==> config.mk <==
export PLATFORM = sky130hd
export DESIGN_NAME = seq_ctrl
export DESIGN_NICKNAME = d
export VERILOG_FILES = /design/src/rtl/seq_ctrl.sv
export SDC_FILE = /design/constraint.sdc
export NUM_CORES = 1
export LEC_CHECK = 0
export CAP_MARGIN = 5
export CORE_AREA = 2 2 39 41
export DETAILED_ROUTE_END_ITERATION = 10
export DIE_AREA = 0 0 41 43
export GPL_ROUTABILITY_DRIVEN = 1
export RECOVER_POWER = 25
export SLEW_MARGIN = 40
export SYNTH_ARGS = -nofsm -noshare
export SYNTH_HDL_FRONTEND = slang
export SYNTH_SLANG_ARGS = --single-unit
==> constraint.sdc <==
create_clock -name clk -period 0.9 [get_ports clk]
set_input_delay 0.135 -clock clk [delete_from_list [all_inputs] [get_ports clk]]
set_output_delay 0.135 -clock clk [all_outputs]
set_load 0.03 [all_outputs]
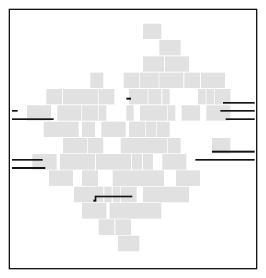
Fig. 1. Signal wires on met3.
(6 px per um)
main direction: horizontal
longest straight run: 9.50 um
nets with wire on the layer: 10
wire length on this layer: 55.6 um
share of all routed wire: 7.5%
final wirelength: 741 um
count of vias placed by the detailed router: 321

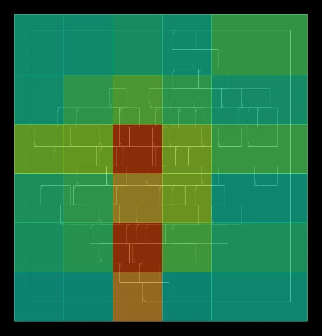
Fig. 2. Routing congestion map.
utilization after layout: 42.50%
met2 usage: 15.63%

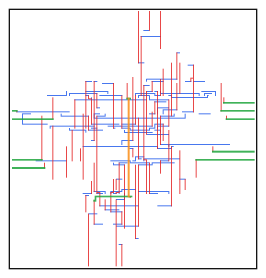
Fig. 3. Metal layers overlaid.
(6 px per um)
| layer | color | wire length |
|---|---|---|
| metal 1 | blue | 292 um |
| metal 4 | orange | 16.3 um |
| metal 2 | red | 378 um |
| metal 3 | green | 55.6 um |
overall global routing resource usage: 10.93%
final routed wire length divided by cell count: 9.880 um

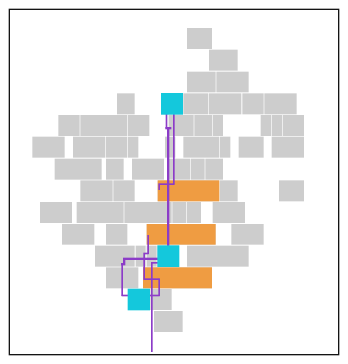
Fig. 4. Clock wires, drivers and flops.
(8 px per um)
[flip-flops] orange | count: 3
[clock drivers] cyan | count: 3
[clock wires] purple | length: 68.9 um
routed clock nets: 4
part of the power in the clock network: 34.5%
clock insertion delay at the later pin of the skew report: 0.24 ns
Post-Route Skew: 0.001164 ns
power of the clock network: 242 uW

==> GITHUB_STEP_SUMMARY <==
### Metrics collected by this job

| Metric | Value |
|---|---|
| Count of cell instances traversed by the critical path | `4` |
| Hold-critical path depth | `2` |
| Number of flip-flops under the largest register name | `3` |
| Total congestion overflow | `0` |
| Int Pwr | `465.7 uW` |
| Mean instance size in the synthesized netlist | `7.545 um2` |
| Worst Path Class, Setup | `reg2out` |
| Max-slew violation count | `0` |
| Simple-gate share of the synthesized area | `41.71%` |
| Initial antenna violation count | `0` |
| Share of layout cells above drive strength 1 | `66.10%` |
| # hold bufs at CTS | `0` |
| Num Clock Sinks | `3` |
| Post-Synthesis Net Count | `39` |
| Number of buffer cells added on primary ports | `14` |
| Number of logged tool warnings | `29` |
| Post-DR vias/cell | `4.280` |
| Switch share | `33.50%` |
| Run status | `finished, violations left` |
| Leading post-synthesis cells by instance count | `sky130_fd_sc_hd__nor2_1, sky130_fd_sc_hd__dfxtp_1, sky130_fd_sc_hd__nor3_1, sky130_fd_sc_hd__xnor2_1` |
| Unrepaired setup endpoints after global routing | `yes` |
| Number of H-tree levels | `1` |
| Cell taking the most area after synthesis | `sky130_fd_sc_hd__dfxtp_1` |
| Final worst path period share | `144.5%` |
| Adder-cell share of the synthesized area | `0%` |
| Failing checks | `negative setup slack` |
| Placement Rows | `14` |
| Most numerous cell in the Yosys netlist | `sky130_fd_sc_hd__nor2_1` |
| Final hold vios | `0` |
| Max Fanout on Critical Path | `5` |
| Logic gate share of total power | `42.0%` |
| Largest delay share family, worst path | `simple AND/OR/NAND/NOR gates` |
| Critical Path Start Type | `flop` |
| Area of the mapped netlist | `249.0 um2` |
| Area occupied by registers | `68.82 um2` |
| Count of synthesis-stage warnings from yosys | `0` |
| Half-perimeter wire length after placement | `560.4 um` |
| Overall die area | `0.001763 mm2` |
| DRC Markers | `0` |
| Setup slack of the critical path after layout | `-0.4006 ns` |
| CTS tree | `built` |
| Final setup fails | `10` |
| Master of the slowest instance on the critical path | `sky130_fd_sc_hd__dfxtp_4` |
| Minimum clock period after layout | `1.301 ns` |
per-stage QoR:
step | worst slack, ns | utilization (%)
5_1_grt | -0.4511 | 42.50
4_1_cts | -0.4159 | 41.14
6_report | -0.4006 | 42.50
3_5_place_dp | -0.6087 | 34.63
3_3_place_gp | -0.6099 | 34.63
2_1_floorplan | -0.3085 | -
power by group through the flow:
stage,combinational (mW),clock [mW],sequential (mW)
4_1_cts,0.278,0.246,0.165
5_1_grt,0.314,0.257,0.166
2_1_floorplan,0.158,0,0.158
6_report,0.294,0.242,0.165
3_3_place_gp,0.244,0,0.164
3_5_place_dp,0.245,0,0.164
timing repair:
| action | in CTS | in global routing |
|---|---|---|
| buffers inserted | 1 | 1 |
| gates cloned | 0 | 0 |
| resized | 20 | 3 |
| setup endpoints to repair | 11 | 10 |
| pin swaps | 1 | 3 |
worst reg2reg max path: stages (launching register included):
cell and delay [ns]:
sky130_fd_sc_hd__dfxtp_4 0.37, sky130_fd_sc_hd__clkinvlp_4 0.14, sky130_fd_sc_hd__buf_6 0.14, sky130_fd_sc_hd__buf_6 0.10, sky130_fd_sc_hd__xnor2_2 0.11, sky130_fd_sc_hd__nor2_1 0.05
routing by layer:
metal  share of wire [%]  routed length, um  vias up
met5                   0                  0        -
met4                 2.2                 16        0
met3                 7.4                 55        2
met2                  51                377       12
met1                  39                292      144
li1                    -                  -      163
cells by family (layout without fill, tap and decap cells):
| logic type | after synthesis | count (layout) |
|---|---|---|
| and+or+nand+nor | 19 | 19 |
| DFF | 3 | 3 |
| AOI/OAI and AO/OA | 4 | 4 |
| xor gates and xnor gates | 3 | 3 |
| buffers and inverters | 4 | 30 |
cell type report:
type / count / share of cell area [%]
Clock buffer: 4 / 4.468
Inverter: 2 / 1.915
Multi-Input combinational cell: 26 / 39.15
Sequential cell: 3 / 11.70
Tap cell: 16 / 3.404
Timing Repair Buffer: 24 / 39.36
cells in the final DEF, fill, tap and decap left out, drive strengths merged, types with 2 or more instances in the layout:
cell,Yosys,layout
nand4,2,2
dfxtp,3,3
buf,2,19
xnor2,3,3
dlygate4sd2,0,2
clkdlybuf4s50,0,2
clkbuf,0,4
nand2,2,2
nor2,7,7
nor3,3,3
Power and IR drop assume default switching activity.
